`config.mk`:
```
export PLATFORM = sky130hd
export DESIGN_NAME = imu_angle_prep
export DESIGN_NICKNAME = d
export VERILOG_FILES = /design/src/rtl/imu_angle_prep.sv
export SDC_FILE = /design/constraint.sdc
export NUM_CORES = 1
export LEC_CHECK = 0
export CORE_MARGIN = 1
export CORE_UTILIZATION = 63
export CTS_CLUSTER_DIAMETER = 50
export DETAILED_ROUTE_END_ITERATION = 12
export HOLD_SLACK_MARGIN = 0.08
export PLACE_DENSITY = 0.88
export SETUP_SLACK_MARGIN = 0.3
export SLEW_MARGIN = 20
export SYNTH_ARGS = -nofsm -noshare
export SYNTH_HDL_FRONTEND = slang
export SYNTH_SLANG_ARGS = --single-unit
```
`constraint.sdc`:
```
create_clock -name clk -period 19.14 [get_ports clk]
set_clock_uncertainty 0.1 [all_clocks]
set_input_delay 2.871 -clock clk [delete_from_list [all_inputs] [get_ports clk]]
set_output_delay 2.871 -clock clk [all_outputs]
set_load 0.02 [all_outputs]
```
`src/rtl/imu_angle_prep.sv`:
```
// Raw IMU sample -> five 24-bit angle estimates (mdeg) for the complementary filter.
// One shared 16x16 multiplier is time-sliced across the five channels.
module imu_angle_prep #(
  parameter int GYRO_K     = 1000,
  parameter int GYRO_SHIFT = 14,
  parameter int ACC_K      = 3581,
  parameter int ACC_SHIFT  = 10,
  parameter int YAW_WRAP   = 180000
) (
  input  logic               clk,
  input  logic               rst,
  input  logic               sample_valid,
  output logic               sample_ready,
  input  logic signed [15:0] gyro_x,
  input  logic signed [15:0] gyro_y,
  input  logic signed [15:0] gyro_z,
  input  logic signed [15:0] acc_x,
  input  logic signed [15:0] acc_y,
  input  logic signed [23:0] pitch_fb,
  input  logic signed [23:0] roll_fb,
  input  logic               zero_yaw,
  output logic signed [23:0] cur_pitch_gyro,
  output logic signed [23:0] cur_roll_gyro,
  output logic signed [23:0] cur_yaw_gyro,
  output logic signed [23:0] cur_pitch_acc,
  output logic signed [23:0] cur_roll_acc,
  output logic               cmp_filter_en
);

  localparam logic signed [15:0] GK  = 16'(GYRO_K);
  localparam logic signed [15:0] ACK = 16'(ACC_K);
  localparam logic signed [25:0] YW  = 26'(YAW_WRAP);
  localparam logic signed [25:0] YW2 = 26'(2 * YAW_WRAP);

  typedef enum logic [1:0] {S_IDLE, S_CALC, S_OUT} state_t;

  state_t state_q, state_d;
  logic [2:0] step_q, step_d;

  logic signed [15:0] gx_q, gy_q, gz_q, ax_q, ay_q;
  logic signed [23:0] pfb_q, rfb_q;
  logic signed [23:0] pg_q, rg_q, pa_q, ra_q, yaw_acc_q;
  logic signed [23:0] cur_pg_q, cur_rg_q, cur_yaw_q, cur_pa_q, cur_ra_q;
  logic               en_q, zero_pend_q;

  logic signed [15:0] mul_a, mul_k;
  logic signed [23:0] fb_sel;
  logic               gyro_ch;
  logic signed [31:0] product, term;
  logic signed [25:0] gyro_sum, yaw_base, yaw_sum, yaw_wrapped;

  function automatic logic signed [23:0] sat24(input logic signed [31:0] v);
    if (v > 32'sd8388607)       return 24'sh7fffff;
    else if (v < -32'sd8388608) return 24'sh800000;
    else                        return v[23:0];
  endfunction

  always_ff @(posedge clk) begin
    if (rst) begin
      state_q <= S_IDLE;
      step_q  <= '0;
    end else begin
      state_q <= state_d;
      step_q  <= step_d;
    end
  end

  always_comb begin
    state_d = state_q;
    step_d  = step_q;
    case (state_q)
      S_IDLE: if (sample_valid) begin
        state_d = S_CALC;
        step_d  = '0;
      end
      S_CALC: begin
        step_d = step_q + 3'd1;
        if (step_q == 3'd4) state_d = S_OUT;
      end
      S_OUT:   state_d = S_IDLE;
      default: state_d = S_IDLE;
    endcase
  end

  // Channel order on the multiplier: pitch gyro, roll gyro, yaw, pitch acc, roll acc.
  always_comb begin
    mul_a   = gy_q;
    mul_k   = GK;
    fb_sel  = pfb_q;
    gyro_ch = 1'b1;
    case (step_q)
      3'd1: begin mul_a = gx_q; fb_sel = rfb_q; end
      3'd2: mul_a = gz_q;
      3'd3: begin mul_a = ax_q; mul_k = ACK; gyro_ch = 1'b0; end
      3'd4: begin mul_a = ay_q; mul_k = ACK; gyro_ch = 1'b0; end
      default: ;
    endcase
    product  = 32'(mul_a) * 32'(mul_k);
    term     = gyro_ch ? (product >>> GYRO_SHIFT) : (product >>> ACC_SHIFT);
    gyro_sum = 26'(fb_sel) + $signed(term[25:0]);
    // A zero request arriving on the yaw edge itself still applies to this sample.
    yaw_base = (zero_pend_q || zero_yaw) ? 26'sd0 : 26'(yaw_acc_q);
    yaw_sum  = yaw_base + $signed(term[25:0]);
    yaw_wrapped = yaw_sum;
    if (yaw_sum >= YW)       yaw_wrapped = yaw_sum - YW2;
    else if (yaw_sum < -YW)  yaw_wrapped = yaw_sum + YW2;
  end

  always_ff @(posedge clk) begin
    if (rst) begin
      gx_q <= '0; gy_q <= '0; gz_q <= '0; ax_q <= '0; ay_q <= '0;
      pfb_q <= '0; rfb_q <= '0;
      pg_q <= '0; rg_q <= '0; pa_q <= '0; ra_q <= '0; yaw_acc_q <= '0;
      cur_pg_q <= '0; cur_rg_q <= '0; cur_yaw_q <= '0; cur_pa_q <= '0; cur_ra_q <= '0;
      en_q <= 1'b0;
      zero_pend_q <= 1'b0;
    end else begin
      en_q <= 1'b0;
      if (state_q == S_CALC && step_q == 3'd2) zero_pend_q <= 1'b0;
      else if (zero_yaw)                       zero_pend_q <= 1'b1;
      case (state_q)
        S_IDLE: if (sample_valid) begin
          gx_q <= gyro_x; gy_q <= gyro_y; gz_q <= gyro_z;
          ax_q <= acc_x;  ay_q <= acc_y;
          pfb_q <= pitch_fb; rfb_q <= roll_fb;
        end
        S_CALC: case (step_q)
          3'd0: pg_q      <= sat24(32'(gyro_sum));
          3'd1: rg_q      <= sat24(32'(gyro_sum));
          3'd2: yaw_acc_q <= sat24(32'(yaw_wrapped));
          3'd3: pa_q      <= sat24(term);
          3'd4: ra_q      <= sat24(term);
          default: ;
        endcase
        S_OUT: begin
          cur_pg_q  <= pg_q;
          cur_rg_q  <= rg_q;
          cur_yaw_q <= yaw_acc_q;
          cur_pa_q  <= pa_q;
          cur_ra_q  <= ra_q;
          en_q      <= 1'b1;
        end
        default: ;
      endcase
    end
  end

  assign sample_ready   = (state_q == S_IDLE);
  assign cur_pitch_gyro = cur_pg_q;
  assign cur_roll_gyro  = cur_rg_q;
  assign cur_yaw_gyro   = cur_yaw_q;
  assign cur_pitch_acc  = cur_pa_q;
  assign cur_roll_acc   = cur_ra_q;
  assign cmp_filter_en  = en_q;

endmodule

```
**Run 1: signal metal coverage by tile**

The bar under the picture is 50 µm long. 39 x 39 tiles, from dark purple (low) to yellow (high), scaled to the fullest tile. Values are wire area over tile area, all layers added.
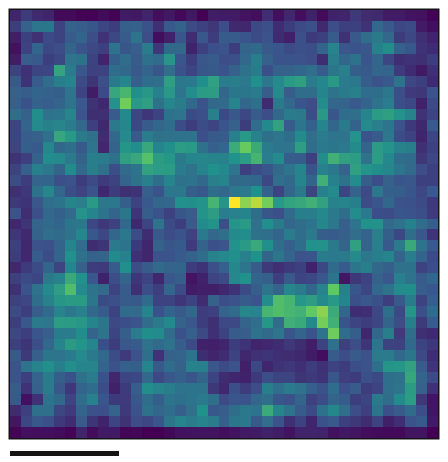
- tiles over half the peak: 8.1%
- fullest tile: 1.0
- mean over tiles: 0.31

**Run 1: sizing map**

The bar under the picture is 50 µm long.
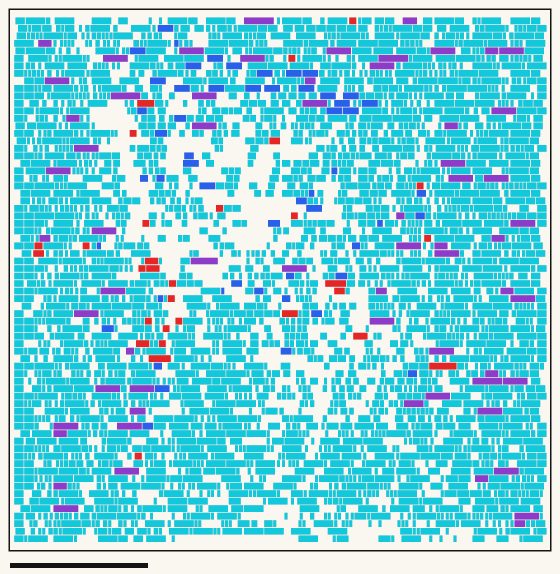
- blue: x2 (cells 53; share 1.7%)
- red: x3 and x4 (cells 30; share 0.95%)
- purple: x6 and larger (cells 63; share 2.0%)
- cyan: x1 and smaller (cells 3,016; share 95%)

==> results.yml, run 1 <==
# physical design summary
worst_hold_path:
  min_from: "cur_pitch_gyro[7]"
  hold_depth: 2
power_and_ir_drop:
  p_sw_w: 0.001526
  p_int_w: 0.001897
  combPwrFrac: 0.533
  max-vdd-ir-drop_mv: 0.07753
  p_clk_w: 0.000781
  seqPwrFrac: 0.238
  power_density_mw_per_mm2: 123.8
  p_clk_frac: 0.228
timing:
  fin_crit_ns: 13.76
  post-route-period-util: 0.7190
  report.final.slew_viol_count: 0
  hold_slack_ns: 0.3519
  max_freq_ghz: 0.07267
  final.setup.tns_ns: 0
  setup_viol: 0
  worst_slack_ns: 5.379
  rsz0062_at_grt: "no"
synthesis:
  ys_cells: 2983
  yosys.area.top_type: "dfxtp_1"
  common_cells: "nand2_1 (697), dfxtp_1 (359), a21oi_1 (329), inv_1 (297), nor2_1 (177)"
  syn_inst: 2983
  top_cells_by_area: "dfxtp_1 (30%), fa_1 (12%), nand2_1 (11%)"
  synthDistinctLibCells: 93
  numSynthFlops: 359
  most_common_cell: "nand2_1"
  async_flop_share: 0
  ff_type: "dfxtp_1"
  ys_seq_share: 0.3042
  netlist_area_mm2: 0.02363
  top_area_frac: 0.3042
  syn_avg_cell_area_um2: 7.921
critical_path:
  slowest_delay_ns: 0.80
  reg2reg_depth: 46
  path_class: "flop to flop"
  reg2reg_from: "step_q[0]"
  cpMaxStageDelayCell: "o21ai_0"
  endpoint_kind: "flop"
  crit_end: "yaw_acc_q[1]"
  cp_common_cell: "inv_1"
  startpoint: "step_q[0]"
grt:
  use_met2: 0.6022
  grt_util_all_layers: 0.3691
  grt_max_degree: 167
  first_global_vias: 21350
  grt_overflow_total: 0
  grt_use_met1: 0.4814
  antenna_found_initial: 3
  busiest_layer: "met2"
  met3_usage: 0.07530
die:
  initial_core_util: 0.6423
  die_w_um: 195.7
  io_pins: 254
  fp-row-count: 70
  core_mm2: 0.03679
  chipArea_mm2: 0.03828
route:
  drt-initial-drc-count: 1895
  postRouteAntennaNets: 0
  vias: 21900
  wl_um: 69840
  dr_wl_met2_um: 32190
  met3_length_um: 6410
  drc: 0
  firstDrtPassIters: 8
  viasPerCell: 6.032
  highest_layer: "met5"
  wl_per_cell_um: 19.24
place:
  dp_slack_ns: 5.608
  hpwl_um: 52760
  port_buffers: 253
  dpl_cell_area_mm2: 0.02629
  routabilityCongestion: 0.9846
final_layout:
  dominant_cells: "logic gates"
  drive_above_1_share: 0.04617
  flops: 359
  antennaDiodeCount: 0
  nNonClkBuffers: 272
  area_growth_pct: 16.97
  fin_util: 0.7514
  layout_top_cells: "nand2_1 (696), dfxtp_1 (359), a21oi_1 (329)"
  layout.cells.non_filler: 3630
  clock_area_frac: 0.04844
  lay_top_count: "nand2_1"
  clock_buffers: 54
  logic_gates: 2166
  bufAreaShareNonClock: 0.09783
  design_area_mm2: 0.02764
  inverters_excl_clock: 298
  sh_comb_area: 0.5321
run_status:
  status: "finished, final reports clean"
clock_network:
  cts.repair.resized: 0
  cts_tree: "done"
  postCtsHoldBufs: 0
  cts_buffers: 37
  cts_root_buf: "clkbuf_16"
  htree_levels: 2
  postCtsSetupRepairBufs: 0
  clock_latency_ns: 0.58
  cts.sinks: 359
run:
  max-cap-violations: 0
**Run 1: cell outlines without signal wires**

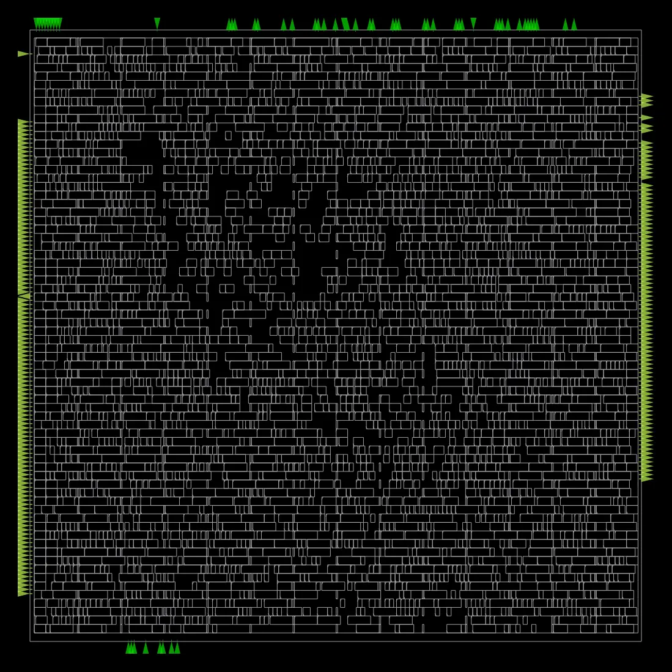
Seq/total area: 0.2600
fill cell instance count of the final layout: 2,655

[run 1: worst max-delay path, delay by kind of cell (launching register included)]
kind	cells	cell delay [ns]
AND-OR/OR-AND	18	5.73
XOR/XNOR	3	0.76
adder cells (fa/ha/maj)	9	3.87
buffers and inverters	8	1.05
flip-flops	1	0.39
AND/OR/NAND/NOR	8	1.66
[run 1: logic make-up after synthesis]
group	Yosys count	share of synthesized area
other cells	1	0.0001587
simple gates	1089	0.1954
xor+xnor	87	0.03320
mux	26	0.01133
buf+inv	460	0.07636
compound gates	698	0.1943
fa+ha+maj	263	0.1851
flops	359	0.3042
**Run 1: clock wires, drivers and flops**

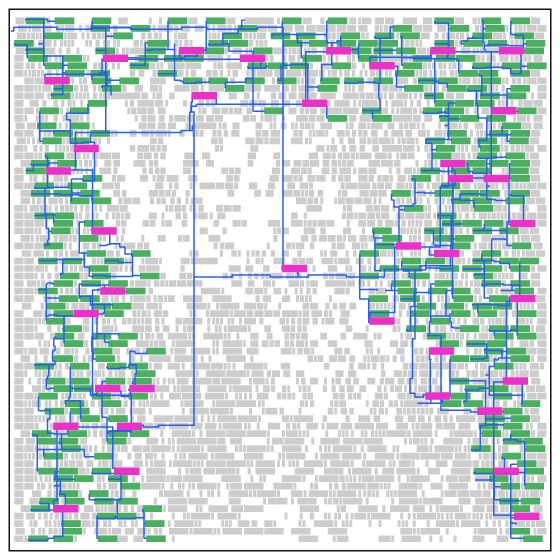

==> run 2, diff against run 1 <==
CORE_UTILIZATION = 58   (was 63)
PLACE_DENSITY = 0.82   (was 0.88)
clock period = 14.4 ns   (was 19.14 ns; I/O delays follow)
**Run 2: clock wires, drivers and flops**

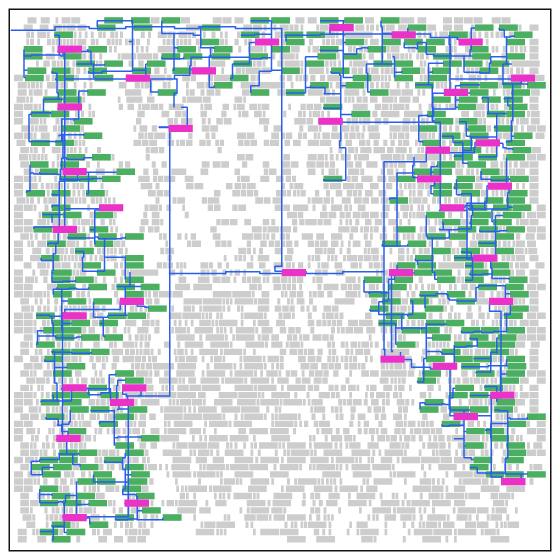
- blue: clock wires (length 4,020 µm)
- magenta: clock-net drivers (count 37)
- green: flip-flops (count 359)
- flops lie: spread over the die

==> results.yml, run 2 <==
# physical design summary
synthesis:
  ys_seq_share: 0.3042
  ys_cells: 2983
  top_cells_by_area: "dfxtp_1 (30%), fa_1 (12%), nand2_1 (11%)"
  syn_inst: 2983
  netlist_area_mm2: 0.02363
  ff_type: "dfxtp_1"
  syn_avg_cell_area_um2: 7.921
  synthDistinctLibCells: 93
  numSynthFlops: 359
  common_cells: "nand2_1 (697), dfxtp_1 (359), a21oi_1 (329), inv_1 (297), nor2_1 (177)"
  top_area_frac: 0.3042
  async_flop_share: 0
final_layout:
  design_area_mm2: 0.02776
  clock_area_frac: 0.04810
  nNonClkBuffers: 278
  flops: 359
  dominant_cells: "logic gates"
  bufAreaShareNonClock: 0.09904
  logic_gates: 2166
  layout_top_cells: "nand2_1 (696), dfxtp_1 (359), a21oi_1 (329)"
  inverters_excl_clock: 298
  antennaDiodeCount: 0
  drive_above_1_share: 0.04738
  fin_util: 0.6954
  fill_cells: 3173
die:
  fp-row-count: 73
  die_w_um: 203.8
  io_pins: 254
  initial_core_util: 0.5920
place:
  dpl_cell_area_mm2: 0.02640
  dp_slack_ns: 1.083
  hpwl_um: 53680
  port_buffers: 253
power_and_ir_drop:
  p_clk_w: 0.00103
  p_sw_w: 0.002012
  p_clk_frac: 0.227
  seqPwrFrac: 0.239
timing:
  fin_crit_ns: 13.40
  hold_slack_ns: 0.3419
  worst_slack_ns: 1.003
  max_freq_ghz: 0.07464
  final.setup.tns_ns: 0
  report.final.slew_viol_count: 0
  setup_viol: 0
clock_network:
  postCtsHoldBufs: 0
  cts.repair.resized: 0
  cts_buffers: 37
  postCtsSetupRepairBufs: 0
  clock_latency_ns: 0.58
  cts_tree: "done"
route:
  wl_per_cell_um: 18.80
  vias: 21490
  wl_um: 69390
  firstDrtPassIters: 8
  highest_layer: "met5"
grt:
  first_global_vias: 21040
  antenna_found_initial: 2
  met3_usage: 0.05628
  grt_overflow_total: 0
critical_path:
  endpoint_kind: "flop"
  cp_common_cell: "inv_1"
  reg2reg_from: "step_q[1]"
  cp.depth: 48
worst_hold_path:
  min_from: "rg_q[23]"
run_status:
  status: "finished, final reports clean"
run:
  max-cap-violations: 0
-- run 2: cell count changes in the layout (fill, tap and decap cells not counted), sizes merged --
cell | before | now
inv | 304 | 299
bufinv | 4 | 6
clkinv | 3 | 7
clkbuf | 54 | 49
clkinvlp | 0 | 2
buf | 20 | 26
-- run 2: final timing paths --
check / to / slack, ns
max: yaw_acc_q[22] / 1.00
min: cur_roll_gyro[23] / 0.34
max reg2reg: yaw_acc_q[22] / 1.00
min reg2reg: cur_roll_gyro[23] / 0.34
-- run 2: kinds of logic after synthesis --
logic type / share of synthesized area
AOI/OAI and AO/OA: 0.1943
xor gates and xnor gates: 0.03320
adders and majority gates: 0.1851
buffers and inverters: 0.07636
DFF: 0.3042
muxes: 0.01133
other: 0.0001587
and+or+nand+nor: 0.1954
